==> config.mk <==
export PLATFORM = sky130hd
export DESIGN_NAME = tx_framer_flat
export DESIGN_NICKNAME = d
export VERILOG_FILES = /design/src/rtl/tx_framer_if.sv /design/src/rtl/tx_framer.sv /design/src/flat_wrapper.sv
export SDC_FILE = /design/constraint.sdc
export NUM_CORES = 1
export LEC_CHECK = 0
export CAP_MARGIN = 5
export CORE_MARGIN = 2
export CORE_UTILIZATION = 43
export CTS_BUF_LIST = sky130_fd_sc_hd__clkbuf_16
export DETAILED_ROUTE_END_ITERATION = 6
export PLACE_DENSITY = 0.66
export REMOVE_ABC_BUFFERS = 1
export SLEW_MARGIN = 20
export SYNTH_ARGS = -nofsm -noshare
export SYNTH_HDL_FRONTEND = slang
export SYNTH_SLANG_ARGS = --single-unit
==> constraint.sdc <==
create_clock -name clk125MHz -period 5.65 [get_ports clk125MHz]
set_input_delay 0.8475 -clock clk125MHz [delete_from_list [all_inputs] [get_ports clk125MHz]]
set_output_delay 0.8475 -clock clk125MHz [all_outputs]
set_load 0.01 [all_outputs]
==> src/rtl/tx_framer_if.sv <==
// rtl/tx_framer_if.sv - payload-in / byte-out bundle for the Ethernet TX framer
//
// Purpose: groups the byte-advance strobe, the payload stream and the
// transmit byte stream with its status flags.
// Signals:
//   adv        byte-advance enable (one slot per asserted cycle)
//   in_data    payload byte (DA through end of payload)
//   in_valid   payload byte valid / new-frame request in IDLE
//   in_last    final payload byte
//   in_ready   payload byte consumed this cycle when in_valid=1
//   tx_data    byte to the RGMII transmitter
//   tx_enable  tx_data belongs to a frame
//   tx_err     transmit error marker
//   busy       framer is not idle
//   frame_done one-cycle pulse with the final FCS byte
//   underrun   sticky payload-underrun flag
// Modports: master drives the payload side, slave is the framer.
interface tx_framer_if;
  logic       adv;
  logic [7:0] in_data;
  logic       in_valid;
  logic       in_last;
  logic       in_ready;
  logic [7:0] tx_data;
  logic       tx_enable;
  logic       tx_err;
  logic       busy;
  logic       frame_done;
  logic       underrun;

  modport master (
    output adv, in_data, in_valid, in_last,
    input  in_ready, tx_data, tx_enable, tx_err, busy, frame_done, underrun
  );

  modport slave (
    input  adv, in_data, in_valid, in_last,
    output in_ready, tx_data, tx_enable, tx_err, busy, frame_done, underrun
  );
endinterface

==> src/rtl/tx_framer.sv <==
// rtl/tx_framer.sv - Ethernet TX framer: preamble, SFD, payload, pad, CRC-32 FCS, IFG
//
// Purpose: wraps a raw payload stream into a wire frame for an RGMII
// transmitter. All state moves only on cycles with adv=1 so the same logic
// serves 1000/100/10 Mb/s by strobing adv every 1/10/100 cycles.
// Ports:
//   clk125MHz  sole clock, rising edge
//   rst        asynchronous active-high reset
//   bus        tx_framer_if.slave (payload in, wire bytes and status out)
// Parameters:
//   MIN_LEN    minimum payload length; shorter payloads are zero-padded (0 = no pad)
//   IFG_BYTES  inter-frame gap in advance slots
module tx_framer #(
  parameter int MIN_LEN   = 60,
  parameter int IFG_BYTES = 12
) (
  input  logic        clk125MHz,
  input  logic        rst,
  tx_framer_if.slave  bus
);

  typedef enum logic [2:0] {
    IDLE,
    PREAMBLE,
    SFD,
    PAYLOAD,
    PAD,
    FCS,
    IFG
  } state_t;

  localparam logic [31:0] CRC_POLY      = 32'hEDB88320;
  localparam logic [31:0] CRC_INIT      = 32'hFFFFFFFF;
  localparam logic [15:0] PREAMBLE_LAST = 16'd6;
  localparam logic [11:0] MIN_LEN_W     = 12'(MIN_LEN);
  localparam logic [15:0] IFG_LAST      = 16'(IFG_BYTES - 1);

  state_t      r_state, w_state_nxt;
  logic [7:0]  r_tx_data, w_tx_data_nxt;
  logic        r_tx_enable, w_tx_enable_nxt;
  logic        r_tx_err, w_tx_err_nxt;
  logic        r_frame_done, w_frame_done_nxt;
  logic        r_underrun, w_underrun_nxt;
  logic [10:0] r_len, w_len_nxt;
  logic [15:0] r_slot, w_slot_nxt;
  logic [31:0] r_crc, w_crc_nxt;

  logic [11:0] w_len_inc;
  logic [10:0] w_len_sat;
  logic [31:0] w_fcs;

  // Byte-wise reflected CRC-32 update.
  function automatic logic [31:0] crc32_byte(input logic [31:0] c, input logic [7:0] d);
    logic [31:0] r;
    r = c ^ {24'd0, d};
    for (int k = 0; k < 8; k++) begin
      r = r[0] ? ((r >> 1) ^ CRC_POLY) : (r >> 1);
    end
    return r;
  endfunction

  // r_len counts payload plus pad bytes; it sticks at 2047 on jumbo payloads.
  assign w_len_inc = {1'b0, r_len} + 12'd1;
  assign w_len_sat = (r_len == 11'h7FF) ? r_len : w_len_inc[10:0];
  assign w_fcs     = ~r_crc;

  assign bus.in_ready   = (r_state == PAYLOAD) && bus.adv && !rst;
  assign bus.busy       = (r_state != IDLE);
  assign bus.tx_data    = r_tx_data;
  assign bus.tx_enable  = r_tx_enable;
  assign bus.tx_err     = r_tx_err;
  assign bus.frame_done = r_frame_done;
  assign bus.underrun   = r_underrun;

  always_ff @(posedge clk125MHz or posedge rst) begin
    if (rst) begin
      r_state      <= IDLE;
      r_tx_data    <= 8'h00;
      r_tx_enable  <= 1'b0;
      r_tx_err     <= 1'b0;
      r_frame_done <= 1'b0;
      r_underrun   <= 1'b0;
      r_len        <= 11'd0;
      r_slot       <= 16'd0;
      r_crc        <= CRC_INIT;
    end else begin
      r_state      <= w_state_nxt;
      r_tx_data    <= w_tx_data_nxt;
      r_tx_enable  <= w_tx_enable_nxt;
      r_tx_err     <= w_tx_err_nxt;
      r_frame_done <= w_frame_done_nxt;
      r_underrun   <= w_underrun_nxt;
      r_len        <= w_len_nxt;
      r_slot       <= w_slot_nxt;
      r_crc        <= w_crc_nxt;
    end
  end

  // Each branch registers the byte for the current advance slot, so the
  // IDLE->PREAMBLE edge already puts the first 0x55 on the wire.
  always_comb begin
    w_state_nxt      = r_state;
    w_tx_data_nxt    = r_tx_data;
    w_tx_enable_nxt  = r_tx_enable;
    w_tx_err_nxt     = r_tx_err;
    w_frame_done_nxt = 1'b0;
    w_underrun_nxt   = r_underrun;
    w_len_nxt        = r_len;
    w_slot_nxt       = r_slot;
    w_crc_nxt        = r_crc;

    if (bus.adv) begin
      case (r_state)
        IDLE: begin
          if (bus.in_valid) begin
            w_state_nxt     = PREAMBLE;
            w_tx_data_nxt   = 8'h55;
            w_tx_enable_nxt = 1'b1;
            w_tx_err_nxt    = 1'b0;
            w_slot_nxt      = 16'd1;
            w_len_nxt       = 11'd0;
          end
        end
        PREAMBLE: begin
          w_tx_data_nxt   = 8'h55;
          w_tx_enable_nxt = 1'b1;
          w_tx_err_nxt    = 1'b0;
          w_slot_nxt      = r_slot + 16'd1;
          if (r_slot == PREAMBLE_LAST) begin
            w_state_nxt = SFD;
          end
        end
        SFD: begin
          w_tx_data_nxt   = 8'hD5;
          w_tx_enable_nxt = 1'b1;
          w_tx_err_nxt    = 1'b0;
          w_crc_nxt       = CRC_INIT;
          w_len_nxt       = 11'd0;
          w_slot_nxt      = 16'd0;
          w_state_nxt     = PAYLOAD;
        end
        PAYLOAD: begin
          if (bus.in_valid) begin
            w_tx_data_nxt   = bus.in_data;
            w_tx_enable_nxt = 1'b1;
            w_tx_err_nxt    = 1'b0;
            w_crc_nxt       = crc32_byte(r_crc, bus.in_data);
            w_len_nxt       = w_len_sat;
            if (bus.in_last) begin
              w_slot_nxt  = 16'd0;
              w_state_nxt = (w_len_inc < MIN_LEN_W) ? PAD : FCS;
            end
          end else begin
            // Source starved: poison the frame and abandon it.
            w_tx_data_nxt   = 8'h00;
            w_tx_enable_nxt = 1'b1;
            w_tx_err_nxt    = 1'b1;
            w_underrun_nxt  = 1'b1;
            w_slot_nxt      = 16'd0;
            w_state_nxt     = IFG;
          end
        end
        PAD: begin
          w_tx_data_nxt   = 8'h00;
          w_tx_enable_nxt = 1'b1;
          w_tx_err_nxt    = 1'b0;
          w_crc_nxt       = crc32_byte(r_crc, 8'h00);
          w_len_nxt       = w_len_sat;
          if (w_len_inc >= MIN_LEN_W) begin
            w_slot_nxt  = 16'd0;
            w_state_nxt = FCS;
          end
        end
        FCS: begin
          case (r_slot[1:0])
            2'd0:    w_tx_data_nxt = w_fcs[7:0];
            2'd1:    w_tx_data_nxt = w_fcs[15:8];
            2'd2:    w_tx_data_nxt = w_fcs[23:16];
            default: w_tx_data_nxt = w_fcs[31:24];
          endcase
          w_tx_enable_nxt = 1'b1;
          w_tx_err_nxt    = 1'b0;
          w_slot_nxt      = r_slot + 16'd1;
          if (r_slot[1:0] == 2'd3) begin
            w_frame_done_nxt = 1'b1;
            w_slot_nxt       = 16'd0;
            w_state_nxt      = IFG;
          end
        end
        IFG: begin
          w_tx_data_nxt   = 8'h00;
          w_tx_enable_nxt = 1'b0;
          w_tx_err_nxt    = 1'b0;
          w_slot_nxt      = r_slot + 16'd1;
          if (r_slot == IFG_LAST) begin
            w_slot_nxt  = 16'd0;
            w_state_nxt = IDLE;
          end
        end
        default: begin
          w_state_nxt = IDLE;
        end
      endcase
    end
  end

endmodule
==> src/flat_wrapper.sv <==
// flat-port wrapper written by rule: the top's interface ports become plain ports
module tx_framer_flat 
#(
  parameter int MIN_LEN   = 60,
  parameter int IFG_BYTES = 12
)
  (clk125MHz, rst, bus_adv, bus_in_data, bus_in_valid, bus_in_last, bus_in_ready, bus_tx_data, bus_tx_enable, bus_tx_err, bus_busy, bus_frame_done, bus_underrun);
  tx_framer_if bus_i ();
  input  logic clk125MHz;
  input  logic rst;
  input wire logic [$bits(bus_i.adv)-1:0] bus_adv;
  input wire logic [$bits(bus_i.in_data)-1:0] bus_in_data;
  input wire logic [$bits(bus_i.in_valid)-1:0] bus_in_valid;
  input wire logic [$bits(bus_i.in_last)-1:0] bus_in_last;
  output wire logic [$bits(bus_i.in_ready)-1:0] bus_in_ready;
  output wire logic [$bits(bus_i.tx_data)-1:0] bus_tx_data;
  output wire logic [$bits(bus_i.tx_enable)-1:0] bus_tx_enable;
  output wire logic [$bits(bus_i.tx_err)-1:0] bus_tx_err;
  output wire logic [$bits(bus_i.busy)-1:0] bus_busy;
  output wire logic [$bits(bus_i.frame_done)-1:0] bus_frame_done;
  output wire logic [$bits(bus_i.underrun)-1:0] bus_underrun;
  assign bus_i.adv = bus_adv;
  assign bus_i.in_data = bus_in_data;
  assign bus_i.in_valid = bus_in_valid;
  assign bus_i.in_last = bus_in_last;
  assign bus_in_ready = bus_i.in_ready;
  assign bus_tx_data = bus_i.tx_data;
  assign bus_tx_enable = bus_i.tx_enable;
  assign bus_tx_err = bus_i.tx_err;
  assign bus_busy = bus_i.busy;
  assign bus_frame_done = bus_i.frame_done;
  assign bus_underrun = bus_i.underrun;
  tx_framer #(.MIN_LEN(MIN_LEN), .IFG_BYTES(IFG_BYTES)) u_core (.clk125MHz(clk125MHz), .rst(rst), .bus(bus_i));
endmodule
==> images/floorplan.png <==
Scale bar: 20 um. Pins as bars on the die edge.
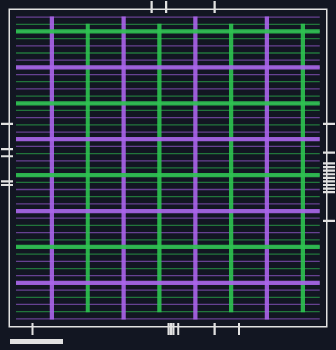
[purple] VSS
[green] VDD
signal pins: 27
rows: 42
met5 straps: 8
met1 rails: 43

==> images/class_map.png <==
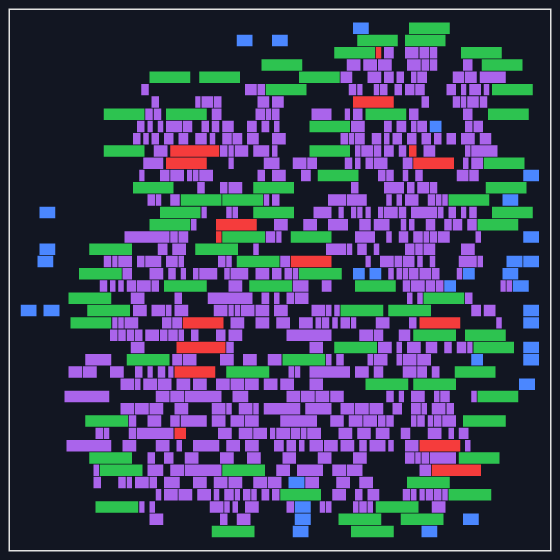
[red] clock drivers and dummy loads | cells: 16
[blue] remaining buffers and delay cells | cells: 32
[purple] remaining logic cells | cells: 529
[green] registers | cells: 74
Util after Layout: 48.8%
row count: 42
core area: 0.0131 mm2
Post-Layout Inst Area: 0.00641 mm2

==> images/clock_wires.png <==
Scale bar: 20 um.
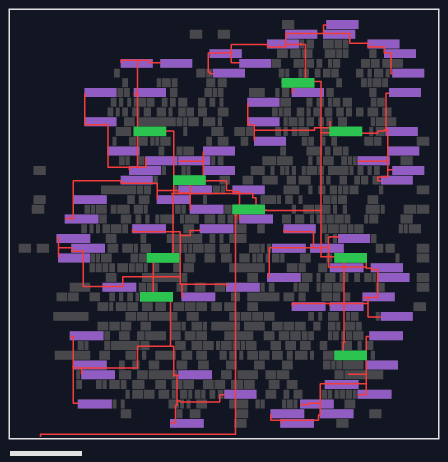
[red] clock wires | length: 1120 um
[green] clock-net drivers | count: 9
[purple] flip-flops | count: 74
routed clock nets: 10
flops lie: all over the die
worst-case clock skew: 0.00797 ns
Clk pwr share: 14.0%
clock group total power: 656 uW
Clk Latency, worst-skew pair: 0.34 ns

==> images/layers.png <==
Scale bar: 20 um.
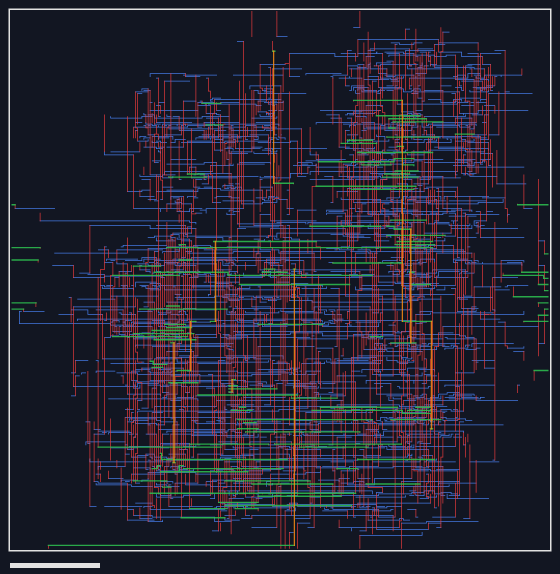
[green] M3 | wire length: 1260 um
[blue] M1 | wire length: 7250 um
[red] M2 | wire length: 7320 um
[orange] M4 | wire length: 246 um
routed via count: 5015
WL/cell: 19.4 um
total wire length: 16100 um
total track usage: 23.4%

==> metrics.cfg <==
[power_and_ir_drop]
intPower_mw = 2.54
seq_power_share_pct = 24.1

[global_routing]
grt_max_degree = 45
grt_util_met2_pct = 35.4
grt_overflow = 0

[logic_synthesis]
yosys_cells = 647
postSynthCellCount = 647
edf_count = 0
ys_seq_share_pct = 32.9
yosys_warnings = 0

[critical_path]
end_kind = flip-flop
cp.depth = 7
crit_buf_inv = 2
critPathKind = in2reg
arrival_ns = 3.69

[route]
wl_met1_um = 7250
top_layer_used = met4
route.met2.wl_um = 7320

[layout]
dominant_cells = combinational gates
regArea_mm2 = 0.00189
diodes = 0
final_layout_size_suffix_gt1_share_pct = 12.0
clk_share_pct = 5.23
area_share_nonclk_buffers_pct = 4.77
final_cell_mix = 71 x xnor2_1, 69 x nand2_1, 52 x nor2_1
nets = 665

[clocking]
cts_resized = 0
cts_setup_buffers = 0
clk_pin_slew_ns = 0.06

[min_path]
holdCritPathClass = reg2reg

[floorplanning]
tapCellCount = 176

[job]
maxCapViolations = 0
tool_warnings = 28

[status]
outcome = finished clean

[sta]
finalWorstSetupSlack_ns = 2.18

-- flip-flops by register name, indices dropped and copies added, names as in the netlist --
register               cells
u_core.bus.frame_done      1
u_core.bus.tx_data         8
u_core.bus.tx_enable       1
u_core.bus.tx_err          1
u_core.bus.underrun        1
u_core.r_crc              32
u_core.r_len              11
u_core.r_slot             16
u_core.r_state             3
-- power groups by stage --
stage	sequential, mW	combinational, mW	clock, mW
global placement	1.12	2.83	0
floorplan	1.04	2.23	0
CTS	1.12	2.89	0.665
detailed placement	1.13	2.87	0
finish	1.13	2.91	0.656
global route	1.16	3.16	0.688
-- cell usage after synthesis (all sizes together) (5+ instances only) --
cell type  number  area share [%]
a21o            6            0.78
a21oi          35             3.0
a221o           6             1.0
a221oi          7             1.1
a31oi          18             2.0
and2            6            0.65
buf            18             2.1
clkbuf         26             1.7
dfrtp          42              18
dfstp          32              15
ha              6             1.3
inv            11            0.72
nand2          69             4.5
nand2b          8            0.87
nand3          16             1.5
nand4           6            0.65
nor2           53             3.5
nor2b          10             1.1
nor3           13             1.2
nor4            6            0.65
o21ai          44             3.8
o221ai          6            0.91
o22ai          12             1.3
o2bb2ai         7             1.1
o311ai          8             1.2
o31ai          11             1.4
o41ai           6             1.2
xnor2          79              13
xnor3           5             2.0
xor2           31             5.4
-- cell families (layout without fill, tap and decap cells) --
| group | count (synthesis) | in the layout |
|---|---|---|
| AND/OR/NAND/NOR | 208 | 208 |
| AND-OR/OR-AND | 186 | 186 |
| XOR/XNOR | 116 | 116 |
| flip-flops | 74 | 74 |
| buffers and inverters | 55 | 59 |
| adder cells (fa/ha/maj) | 6 | 6 |
| multiplexers | 2 | 2 |
No activity file was given, so power comes from the tool's default toggle rates.
